<file path="src/rtl/rrelu_pkg.sv">
// Shared constants and helpers for the forward and backward rrelu blocks.
// Keeping slope masking and beat counting here stops the two directions drifting apart.
`timescale 1ns/1ps
package rrelu_pkg;

    localparam int          LFSR_W            = 32;
    localparam logic [31:0] DEFAULT_LFSR_POLY = 32'h04c11db7;
    localparam logic [31:0] DEFAULT_SEED      = 32'hffffffff;

    // Keeps bits [p1-upper-1 : p1-lower] so the slope lies in [0, 2^-upper) with 2^-lower steps.
    function automatic logic [31:0] slope_mask(input int p1, input int upper, input int lower);
        logic [31:0] m;
        m = '0;
        for (int b = 0; b < 32; b++) begin
            if (b >= p1 - lower && b <= p1 - upper - 1) m[b] = 1'b1;
        end
        return m;
    endfunction

    function automatic int beats(input int dim0, input int dim1, input int lanes);
        return (dim0 * dim1) / lanes;
    endfunction

endpackage

</file>
<file path="src/rtl/lfsr.sv">
// One combinational LFSR step: state_out = step(state_in).
// Latency 0, no handshake; the caller owns the state register.
`timescale 1ns/1ps
module lfsr #(
    parameter int              WIDTH = 32,
    parameter logic [WIDTH-1:0] POLY = 32'h04c11db7,
    parameter string           STYLE = "AUTO"
) (
    input  logic [WIDTH-1:0] state_in,
    output logic [WIDTH-1:0] state_out
);

    generate
        if (STYLE == "FIBONACCI") begin : g_fib
            assign state_out = {state_in[WIDTH-2:0], ^(state_in & POLY)};
        end else begin : g_galois
            // AUTO resolves to the Galois form: a single XOR level behind the shift.
            assign state_out = {state_in[WIDTH-2:0], 1'b0} ^ (state_in[WIDTH-1] ? POLY : '0);
        end
    endgenerate

endmodule

</file>
<file path="src/rtl/fixed_rrelu_backward.sv">
// Randomized leaky ReLU backward: grad_in = (x < 0) ? slope * grad_out : grad_out, per lane.
// Latency 2 cycles, 1 beat/cycle; input ready follows the output stall through the two stages.
`timescale 1ns/1ps
module fixed_rrelu_backward
    import rrelu_pkg::*;
#(
    parameter int          DATA_IN_0_PRECISION_0       = 16,
    parameter int          DATA_IN_0_PRECISION_1       = 8,
    parameter int          DATA_IN_0_TENSOR_SIZE_DIM_0 = 8,
    parameter int          DATA_IN_0_TENSOR_SIZE_DIM_1 = 4,
    parameter int          DATA_IN_0_PARALLELISM_DIM_0 = 1,
    parameter int          DATA_IN_0_PARALLELISM_DIM_1 = 1,
    parameter int          DATA_OUT_0_PRECISION_0      = 16,
    parameter int          DATA_OUT_0_PRECISION_1      = 8,
    parameter int          UPPER                       = 1,
    parameter int          LOWER                       = 4,
    parameter logic [31:0] LFSR_POLY                   = DEFAULT_LFSR_POLY,
    parameter logic [31:0] SEED                        = DEFAULT_SEED,
    parameter bit          RESEED_PER_TENSOR           = 1'b1
) (
    input  logic                              clk,
    input  logic                              rst_n,
    input  logic [DATA_IN_0_PRECISION_0-1:0]  data_in_0 [DATA_IN_0_PARALLELISM_DIM_0*DATA_IN_0_PARALLELISM_DIM_1-1:0],
    input  logic [DATA_IN_0_PRECISION_0-1:0]  data_in_1 [DATA_IN_0_PARALLELISM_DIM_0*DATA_IN_0_PARALLELISM_DIM_1-1:0],
    input  logic                              data_in_0_valid,
    output logic                              data_in_0_ready,
    output logic [DATA_OUT_0_PRECISION_0-1:0] data_out_0 [DATA_IN_0_PARALLELISM_DIM_0*DATA_IN_0_PARALLELISM_DIM_1-1:0],
    output logic                              data_out_0_valid,
    input  logic                              data_out_0_ready
);

    localparam int N      = DATA_IN_0_PARALLELISM_DIM_0 * DATA_IN_0_PARALLELISM_DIM_1;
    localparam int P0     = DATA_IN_0_PRECISION_0;
    localparam int P1     = DATA_IN_0_PRECISION_1;
    localparam int OUT_P0 = DATA_OUT_0_PRECISION_0;
    localparam int PW     = 2 * P0;
    localparam int BEATS  = beats(DATA_IN_0_TENSOR_SIZE_DIM_0, DATA_IN_0_TENSOR_SIZE_DIM_1, N);
    localparam int CNT_W  = (BEATS > 1) ? $clog2(BEATS) : 1;

    localparam logic [31:0]          MASK_FULL = slope_mask(P1, UPPER, LOWER);
    localparam logic [P0-1:0]        MASK      = {1'b0, MASK_FULL[P0-2:0]};
    localparam logic signed [P0-1:0] ZERO      = '0;

    // The >>> P1 realignment only yields the output format when fractional widths agree.
    if (DATA_OUT_0_PRECISION_1 != DATA_IN_0_PRECISION_1) begin : g_bad_frac
        $error("fixed_rrelu_backward: output fractional bits must equal input fractional bits");
    end

    logic [LFSR_W-1:0]   state [N];
    logic [LFSR_W-1:0]   nxt   [N];
    logic [P0-1:0]       slope [N];
    logic signed [PW-1:0] prod [N];
    logic                x_neg [N];
    logic [CNT_W-1:0]    cnt;

    logic                 s1_vld, s2_vld;
    logic signed [PW-1:0] s1_prod [N];
    logic                 s1_xneg [N];
    logic [P0-1:0]        s1_g    [N];
    logic [OUT_P0-1:0]    s2_dat  [N];

    logic s2_load, s1_adv, accept, last_beat;

    assign s2_load         = !s2_vld || data_out_0_ready;
    assign s1_adv          = !s1_vld || s2_load;
    assign data_in_0_ready = s1_adv;
    assign accept          = data_in_0_valid && s1_adv;
    assign last_beat       = (cnt == CNT_W'(BEATS - 1));

    for (genvar i = 0; i < N; i++) begin : g_lane
        lfsr #(
            .WIDTH (LFSR_W),
            .POLY  (LFSR_POLY),
            .STYLE ("AUTO")
        ) u_lfsr (
            .state_in  (state[i]),
            .state_out (nxt[i])
        );

        // Slope comes from the stepped value so the first beat after reset sees step(SEED).
        assign slope[i] = nxt[i][P0-1:0] & MASK;
        assign prod[i]  = PW'($signed(slope[i])) * PW'($signed(data_in_0[i]));
        assign x_neg[i] = $signed(data_in_1[i]) < ZERO;
    end

    always_ff @(posedge clk or negedge rst_n) begin
        if (!rst_n) begin
            cnt <= '0;
            for (int i = 0; i < N; i++) state[i] <= SEED;
        end else if (accept) begin
            cnt <= last_beat ? '0 : cnt + 1'b1;
            for (int i = 0; i < N; i++) begin
                state[i] <= (last_beat && RESEED_PER_TENSOR) ? SEED : nxt[i];
            end
        end
    end

    always_ff @(posedge clk or negedge rst_n) begin
        if (!rst_n) begin
            s1_vld <= 1'b0;
            for (int i = 0; i < N; i++) begin
                s1_prod[i] <= '0;
                s1_xneg[i] <= 1'b0;
                s1_g[i]    <= '0;
            end
        end else if (s1_adv) begin
            s1_vld <= data_in_0_valid;
            for (int i = 0; i < N; i++) begin
                s1_prod[i] <= prod[i];
                s1_xneg[i] <= x_neg[i];
                s1_g[i]    <= data_in_0[i];
            end
        end
    end

    always_ff @(posedge clk or negedge rst_n) begin
        if (!rst_n) begin
            s2_vld <= 1'b0;
            for (int i = 0; i < N; i++) s2_dat[i] <= '0;
        end else if (s2_load) begin
            s2_vld <= s1_vld;
            for (int i = 0; i < N; i++) begin
                s2_dat[i] <= s1_xneg[i] ? OUT_P0'(s1_prod[i] >>> P1)
                                        : OUT_P0'($signed(s1_g[i]));
            end
        end
    end

    assign data_out_0_valid = s2_vld;
    assign data_out_0       = s2_dat;

endmodule
</file>
<file path="config.mk">
export PLATFORM = sky130hd
export DESIGN_NAME = fixed_rrelu_backward
export DESIGN_NICKNAME = d
export VERILOG_FILES = /design/src/rtl/rrelu_pkg.sv /design/src/rtl/lfsr.sv /design/src/rtl/fixed_rrelu_backward.sv
export SDC_FILE = /design/constraint.sdc
export NUM_CORES = 1
export LEC_CHECK = 0
export CORE_UTILIZATION = 50
export DETAILED_ROUTE_END_ITERATION = 6
export PLACE_DENSITY = 0.82
export SLEW_MARGIN = 20
export SYNTH_ARGS = -nofsm -noshare
export SYNTH_HDL_FRONTEND = slang
export SYNTH_SLANG_ARGS = --single-unit
</file>
<file path="constraint.sdc">
create_clock -name clk -period 5.2 [get_ports clk]
set_input_delay 1.56 -clock clk [delete_from_list [all_inputs] [get_ports clk]]
set_output_delay 1.56 -clock clk [all_outputs]
set_load 0.02 [all_outputs]
</file>
==> results.yml, run 1 <==
# implementation run metrics
outcome:
  status: "finished, final reports clean"
floorplanning:
  fp.dieW_um: 107
  core-area_um2: 10800
  die_y_um: 107
synthesis:
  ys.flop_type: "dfrtp_1"
  ys_area_um2: 5540
  ys_sh_mux_pct: 3.27
  yosysMostFrequentCell: "nand2_1"
  ys_cells: 641
  netlist_area_um2: 5540
  yosysWarningCount: 0
  top_area_cell: "dfrtp_1"
  synth_flop_count: 88
  syn_area_per_cell_um2: 8.64
  top_cells_by_count: "171 x nand2_1, 65 x o21ai_0, 57 x inv_1"
  syn_nets: 729
finish:
  fillerInstances: 905
  seq_area_um2: 2240
  area_growth_pct: 12.9
  clkCellAreaFrac_pct: 3.54
  comb_share_pct: 47.5
  largest_cell_class: "logic gates"
  fin_area_um2: 6260
  nClkBuffers: 11
  final_cells: 812
  signal_buffers: 45
  seq_area_share_pct: 35.8
  logic_area_um2: 2970
route:
  drc: 0
  via_per_inst: 5.32
  wl_met1_um: 5010
  dr.pass1.iters: 5
  highest_layer: "met4"
  wl_met2_um: 5000
  drtAntennaViolNets: 0
final_timing:
  fmax_mhz: 208
  finalSetupTns_ns: 0
  fin_crit_ns: 4.80
  setup_viol: 0
  relSlewSlack_pct: 32.1
  period_used_pct: 92.3
clock_network:
  numCtsBuffers: 9
  cts_tree: "built"
  cts_resized: 0
  htree_levels: 3
  clk_latency_ns: 0.36
  post_cts_buffers: 0
worst_setup_path:
  crit_end: "s1_prod[16]$_DFFE_PN0N_"
  reg2reg_from: "state[31]$_DFFE_PN1P_"
  worstRegToRegCells: 14
  critPathArrivalTime_ns: 5.04
  endpoint_kind: "register"
  crit-reg2reg-capture: "s1_prod[16]$_DFFE_PN0N_"
  worstPathMaxFanout: 5
  critPathSlowestCell: "fa_1"
run:
  warnings: 42
  cap_violations: 0
grt:
  antenna_found_initial: 0
  first_global_vias: 4064
  met2_usage_pct: 32.7
  grt_pass1_wl_um: 18800
placed_design:
  dp_hpwl_um: 7870
power:
  seq_power_share_pct: 37.6
  pg_comb_w: 0.00130
  ir_drop_uv: 198
  combPwrFrac_pct: 44.8
  power.density_nw_per_um2: 464
  p_clk_w: 0.000510
  powerSeq_w: 0.00109
hold_path:
  hold_depth: 2
  min_to: "state[28]$_DFFE_PN1P_"
run_1/route_heat.png
21 x 21 tiles, from white (low) to dark blue (high), scaled to the fullest tile. Values are wire area over tile area, all layers added.
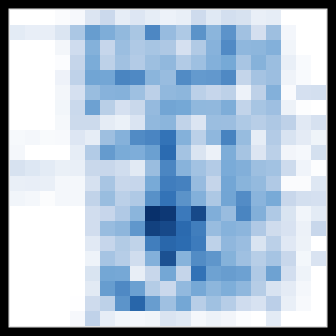
nearly empty tiles = 20%
fullest tile = 0.56
mean over tiles = 0.15
emptiest ninth of the die = south-west
total global-route track usage: 20.6%
total number of vias: 4,318
routed wire length per instance: 13.1 um
Routed WL: 10,700 um

run_1/layers.png
Scale bar: 20 um. Two of the layers only.
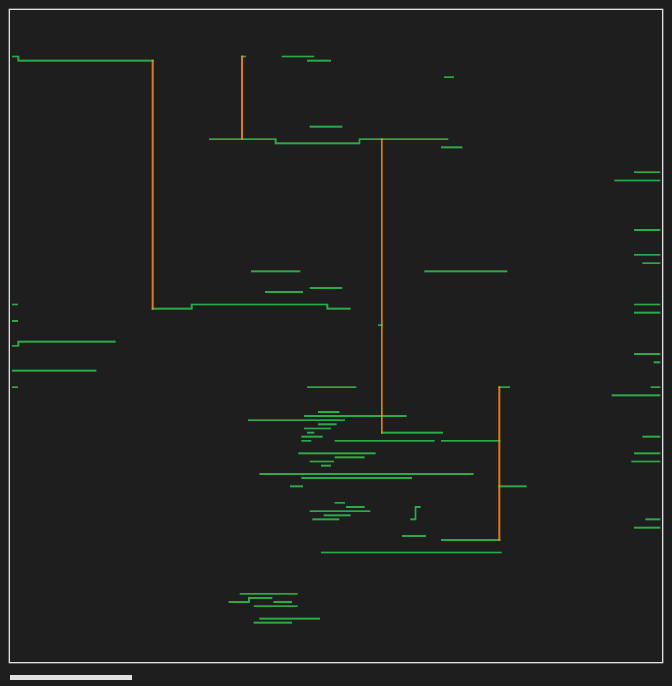
green -> M3  # wire length 528 um
orange -> M4  # wire length 128 um

run_1/m1.png
Scale bar: 20 um. Cells faint in the background.
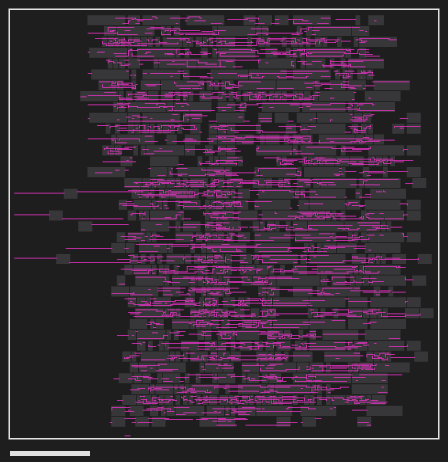
nets with wire on the layer = 681
wire length on this layer = 5,010 um
main direction = horizontal
met1 usage: 28.3%

==> inputs of run 2 (changes only) <==
--- a/config.mk
+++ b/config.mk
@@ -8,6 +8,7 @@
 export CORE_UTILIZATION = 50
 export DETAILED_ROUTE_END_ITERATION = 6
 export PLACE_DENSITY = 0.82
+export SKIP_CTS_REPAIR_TIMING = 1
 export SLEW_MARGIN = 20
 export SYNTH_ARGS = -nofsm -noshare
 export SYNTH_HDL_FRONTEND = slang
run_2/congestion_map.png
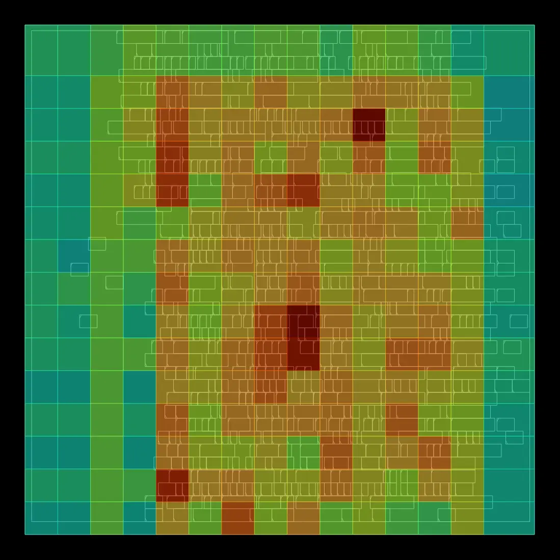
GR peak layer: met2
fin util: 57.7%
met2 GRT Util: 32.7%

run_2/layers.png
Scale bar: 20 um. Two of the layers only.
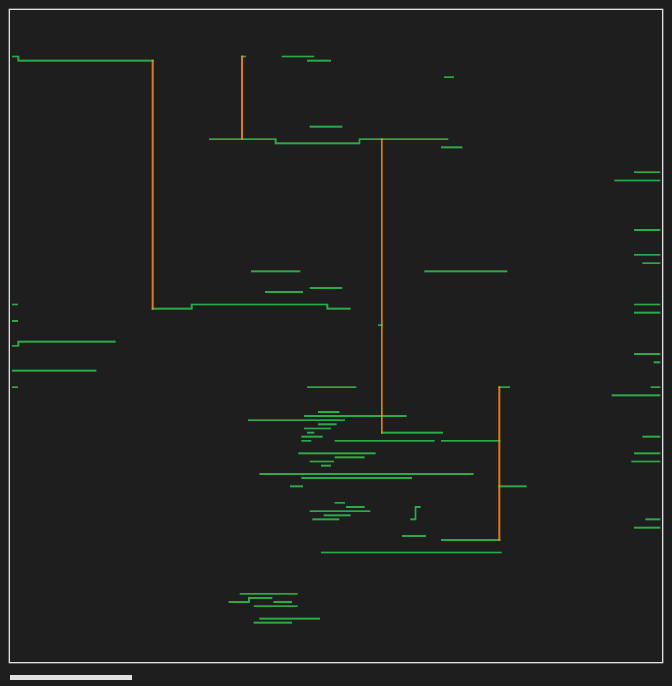
green -> M3  # wire length 528 um
orange -> M4  # wire length 128 um

==> results.yml, run 2 <==
# implementation run metrics
route:
  route.met3.wl_um: 527
  drtAntennaViolNets: 0
  dr.pass1.iters: 5
  vias: 4318
  wl_met2_um: 5000
  via_per_inst: 5.32
  drc: 0
  first_iter_violations: 358
  wl_met1_um: 5010
  highest_layer: "met4"
  wire_per_inst_um: 13.1
  totalWireLength_um: 10700
power:
  power.density_nw_per_um2: 464
  pwr-share-clk_pct: 17.6
  powerSeq_w: 0.00109
  p_clk_w: 0.000510
  leakage_nw: 3.11
  finalPower_w: 0.00290
  p_int_w: 0.00178
  pg_comb_w: 0.00130
  seq_power_share_pct: 37.6
  power-top-group: "combinational logic"
  combPwrFrac_pct: 44.8
  ir_drop_uv: 198
  power.switching_w: 0.00112
worst_setup_path:
  crit_buf_inv: 3
  endpoint_kind: "register"
  r2r_slack_ns: 0.89
  crit_path_max_incr_delay_ns: 0.53
  worstPathCellList: "clkdlybuf4s50_1, and2_1, ha_1, inv_1, fa_1, inv_1, ha_1, a21oi_1, o22ai_1, nor3b_1, nor3_1, or4_1, o211a_1"
  crit-reg2reg-capture: "s1_prod[16]$_DFFE_PN0N_"
  critical_path_class: "primary input to register"
  crit_end: "s1_prod[16]$_DFFE_PN0N_"
  crit_cells: 13
  path_delay_family: "simple AND/OR/NAND/NOR gates"
  worstPathMaxFanout: 5
  critPathSlowestCell: "fa_1"
  startpoint: "data_in_0[3]"
  cp-start-kind: "primary input"
  reg2reg_from: "state[31]$_DFFE_PN1P_"
  worstRegToRegCells: 14
  critPathArrivalTime_ns: 5.04
synthesis:
  area_leaders: "dfrtp_1 25%, dfstp_2 15%, nand2_1 12%"
  ys_cells: 641
  synth.distinct_cells: 49
  netlist_area_um2: 5540
  top_area_share_pct: 25.3
  yosysWarningCount: 0
  ys.flop_type: "dfrtp_1"
  yosysMostFrequentCell: "nand2_1"
  ys_area_um2: 5540
  syn_nets: 729
  synth-compound-area-share_pct: 12.1
  top_area_cell: "dfrtp_1"
  top_cells_by_count: "171 x nand2_1, 65 x o21ai_0, 57 x inv_1"
  syn_inst: 641
  ys_sh_adder_pct: 13.8
  ys_sh_mux_pct: 3.27
  synthXorXnorAreaFrac_pct: 4.11
  asyncSetResetFlopFracSynth_pct: 100
  syn_area_per_cell_um2: 8.64
  synth_flop_count: 88
run:
  cap_violations: 0
  warnings: 42
grt:
  grt_pass1_wl_um: 18800
  track_usage_pct: 20.6
  antenna_found_initial: 0
  grt_max_degree: 89
  grt_util_met3_pct: 4.12
  overflow: 0
  met1_usage_pct: 28.3
  first_global_vias: 4064
finish:
  largest_register: "state"
  lay_top_count: "nand2_1"
  fillerInstances: 905
  seq_area_um2: 2240
  nClkBuffers: 11
  fin_area_um2: 6260
  area_growth_pct: 12.9
  largest_cell_class: "logic gates"
  comb_share_pct: 47.5
  buf_share_pct: 6.94
  antenna-diode-count: 0
  seq_area_share_pct: 35.8
  nNetsFinal: 755
  logic_area_um2: 2970
  final_cells: 812
  signal_buffers: 45
  clkCellAreaFrac_pct: 3.54
floorplanning:
  num_io_pins: 54
  fp.dieW_um: 107
  die_y_um: 107
  fp-row-count: 38
  core-area_um2: 10800
  dieArea_um2: 11500
  fp_util_pct: 51.1
  taps: 140
final_timing:
  finalMaxSlewViolations: 0
  setup_viol: 0
  finalSetupTns_ns: 0
  period_used_pct: 92.3
  finalHoldViolations: 0
  fin_crit_ns: 4.80
  relSlewSlack_pct: 32.1
  fmax_mhz: 208
  tightest_slew_ns: 1.02
clock_network:
  path_clk_slew_ns: 0.09
  clock_sinks: 88
  htree_levels: 3
  cts_root_buf: "clkbuf_8"
  clk_latency_ns: 0.36
  numCtsBuffers: 9
  cts_tree: "built"
  clockBufferDepth: 2
hold_path:
  min_path_type: "register to register"
  hold_depth: 2
  min_to: "state[28]$_DFFE_PN1P_"
outcome:
  status: "finished, final reports clean"
placed_design:
  place_ws_ns: 0.119
  dp_hpwl_um: 7870
  place_congestion: 0.959
==> inputs of run 3 (changes only) <==
--- a/config.mk
+++ b/config.mk
@@ -5,9 +5,9 @@
 export SDC_FILE = /design/constraint.sdc
 export NUM_CORES = 1
 export LEC_CHECK = 0
-export CORE_UTILIZATION = 50
+export CORE_UTILIZATION = 45
 export DETAILED_ROUTE_END_ITERATION = 6
-export PLACE_DENSITY = 0.82
+export PLACE_DENSITY = 0.76
 export SKIP_CTS_REPAIR_TIMING = 1
 export SLEW_MARGIN = 20
 export SYNTH_ARGS = -nofsm -noshare
run_3/congestion_map.png
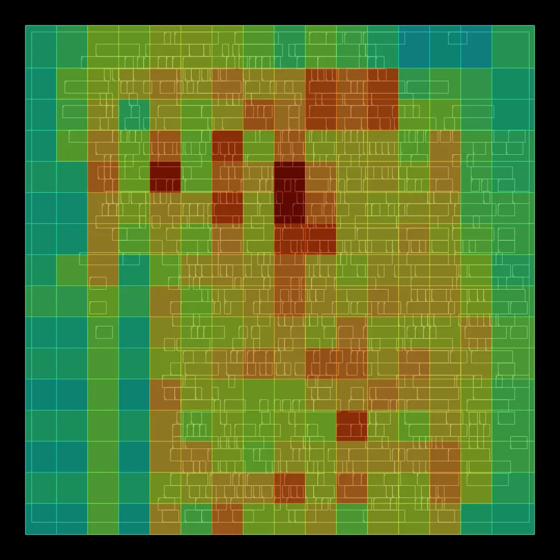
routed wire length per instance: 13.7 um
met2 GRT Util: 31.8%
met1 usage: 25.6%
total global-route track usage: 19.2%
fin util: 52.8%

run_3/layers.png
Scale bar: 20 um. Two of the layers only.
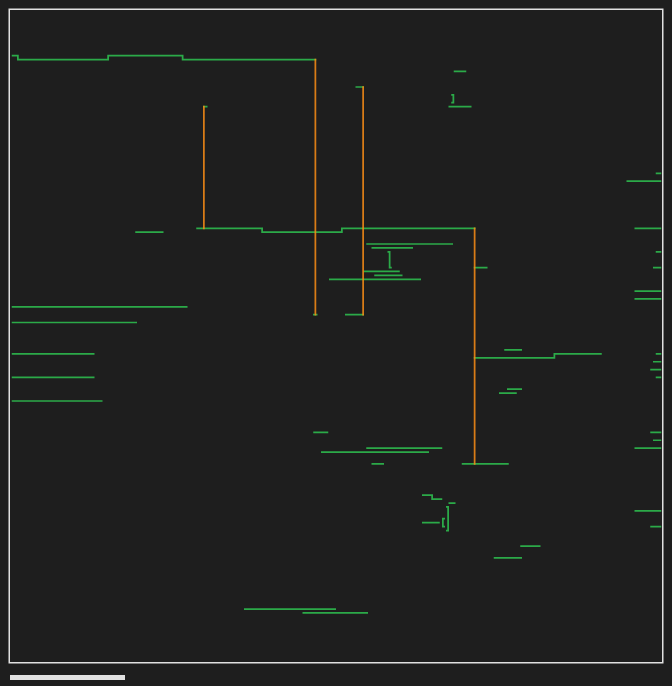
orange -> M4  # wire length 146 um
green -> M3  # wire length 429 um
total number of vias: 4,256
Routed WL: 11,200 um

==> results.yml, run 3 <==
# implementation run metrics
outcome:
  status: "finished, final reports clean"
finish:
  comb_share_pct: 46.8
  nNetsFinal: 756
  fillerInstances: 1115
  fin_area_um2: 6350
  largest_reg_flops: 32
  lay_top_count: "nand2_1"
  comb_cells: 466
  nClkBuffers: 10
  final_cells: 820
  clkCellAreaFrac_pct: 4.65
  logic_area_um2: 2970
  buf_share_pct: 6.96
  area_growth_pct: 14.6
  largest_register: "state"
  final_cell_mix: "171 x nand2_1, 65 x o21ai_0, 57 x inv_1, 56 x dfrtp_1"
  largest_cell_class: "logic gates"
  antenna-diode-count: 0
  seq_area_um2: 2240
  flops: 88
  drive_gt1_share_pct: 9.66
  seq_area_share_pct: 35.3
  nNonClkInverters: 57
  signal_buffers: 46
synthesis:
  edf_count: 0
  ys.flop_type: "dfrtp_1"
  syn_nets: 729
  syn_area_per_cell_um2: 8.64
  synth-compound-area-share_pct: 12.1
  ys_sh_mux_pct: 3.27
  synth.distinct_cells: 49
  ys_cells: 641
  top_logic_kind: "simple AND/OR/NAND/NOR gates"
  yosysMostFrequentCell: "nand2_1"
  asyncSetResetFlopFracSynth_pct: 100
  netlist_area_um2: 5540
  area_leaders: "dfrtp_1 25%, dfstp_2 15%, nand2_1 12%"
  top_area_cell: "dfrtp_1"
  ys_seq_share_pct: 40.5
  syn_inst: 641
  synthXorXnorAreaFrac_pct: 4.11
  top_cells_by_count: "171 x nand2_1, 65 x o21ai_0, 57 x inv_1"
  ys_area_um2: 5540
  top_area_share_pct: 25.3
  ys_sh_adder_pct: 13.8
  synth_flop_count: 88
  yosysWarningCount: 0
worst_setup_path:
  reg2reg_from: "state[31]$_DFFE_PN1P_"
  crit-reg2reg-capture: "s1_prod[16]$_DFFE_PN0N_"
  endpoint_kind: "register"
  crit_buf_inv: 3
  worstPathCellList: "clkdlybuf4s50_1, and2_1, ha_1, inv_1, fa_1, inv_1, ha_1, a21oi_1, o22ai_1, nor3b_1, nor3_1, or4_1, o211a_1"
  crit_cells: 13
  required_ns: 5.43
  worstPathMaxFanout: 5
  critPathSlowestCell: "fa_1"
  path_delay_family: "adder cells"
  critical_path_class: "primary input to register"
  r2r_slack_ns: 1.05
  worstRegToRegCells: 14
  startpoint: "data_in_0[4]"
  cp-start-kind: "primary input"
  critPathArrivalTime_ns: 4.95
  crit_path_max_incr_delay_ns: 0.53
  crit_end: "s1_prod[16]$_DFFE_PN0N_"
hold_path:
  min_path_type: "register to register"
  min_from: "state[12]$_DFFE_PN1P_"
  hold_depth: 2
  min_to: "state[12]$_DFFE_PN1P_"
final_timing:
  period_used_pct: 90.8
  fmax_mhz: 212
  fin_ws_ns: 0.476
  setup_viol: 0
  finalClockSkew_ns: 0.0110
  rsz0062_at_grt: "no"
  finalHoldViolations: 0
  tightest_slew_ns: 1.02
  finalSetupTns_ns: 0
  relSlewSlack_pct: 31.9
  holdWs_ns: 0.452
  fin_crit_ns: 4.72
  finalMaxSlewViolations: 0
power:
  power.density_nw_per_um2: 479
  p_int_w: 0.00185
  power.switching_w: 0.00119
  pwr-share-clk_pct: 20.9
  combPwrFrac_pct: 43.2
  finalPower_w: 0.00304
  powerSeq_w: 0.00109
  p_clk_w: 0.000636
  leakage_nw: 3.16
  power-top-group: "combinational logic"
  pg_comb_w: 0.00132
  ir_drop_uv: 167
  swShare_pct: 39.1
  seq_power_share_pct: 35.9
floorplanning:
  fp-row-count: 40
  fp_util_pct: 46.1
  core-area_um2: 12000
  fp.dieW_um: 113
  dieArea_um2: 12800
  num_io_pins: 54
  die_y_um: 113
  taps: 147
route:
  route.met3.wl_um: 429
  highest_layer: "met4"
  drtAntennaViolNets: 0
  drc: 0
  via_per_inst: 5.19
  wl_met2_um: 5300
  wl_met1_um: 5360
  dr.pass1.iters: 5
  first_iter_violations: 243
placed_design:
  placed_cells: 804
  dp_hpwl_um: 8200
  io_buffers: 38
  place_congestion: 0.811
  place_ws_ns: 0.150
  placed_area_um2: 6050
grt:
  overflow: 0
  grt.busiest_layer: "met2"
  grt_max_degree: 89
  grt_util_met3_pct: 3.75
  antenna_found_initial: 0
  grt_pass1_wl_um: 19700
  first_global_vias: 4290
clock_network:
  clockBufferDepth: 2
  cts_root_buf: "clkbuf_16"
  clock_sinks: 88
  cts_tree: "built"
  htree_levels: 3
  numCtsBuffers: 9
  path_clk_slew_ns: 0.07
  clk_latency_ns: 0.35
run:
  warnings: 42
  cap_violations: 0

==> gallery <==
Close-up of the layout.
image #1
Scale bar: 5 um. Window x 70 to 90, y 70 to 90 um. Cells in gray, sequential cells in the stronger gray; small squares are vias.
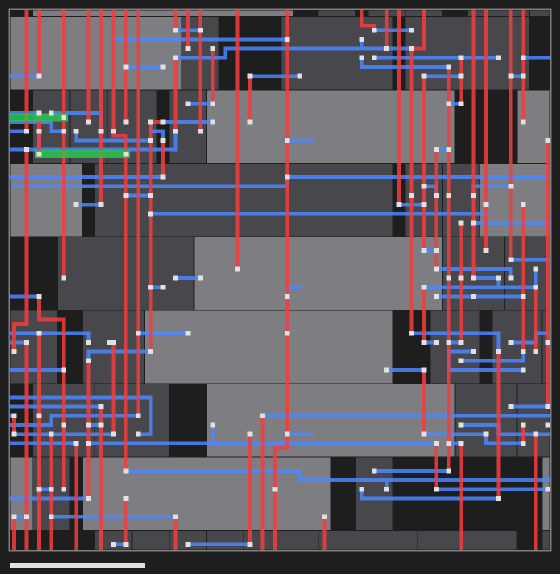
image #2
Scale bar: 5 um. Window x 75 to 95, y 75 to 95 um. Cells in gray, sequential cells in the stronger gray; small squares are vias.
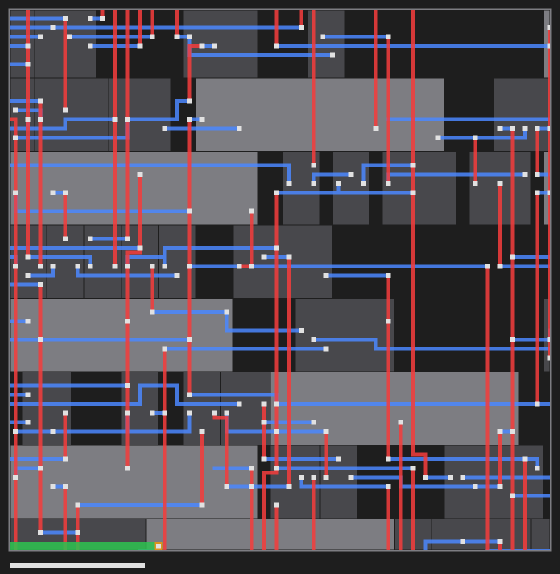
run 3: image #2
run 1: image #1

Key to image #2:
green -> M3
blue -> M1
red -> M2
orange -> M4
netlist names of flops here include = `s1_g` (2), `s1_prod` (2)
sequential cells in the window = 5
most frequent = nand2_1 (8), dfrtp_1 (5)
cells with their middle in the window = 30

Power figures rest on the tool's default switching activity, not on a simulated workload.
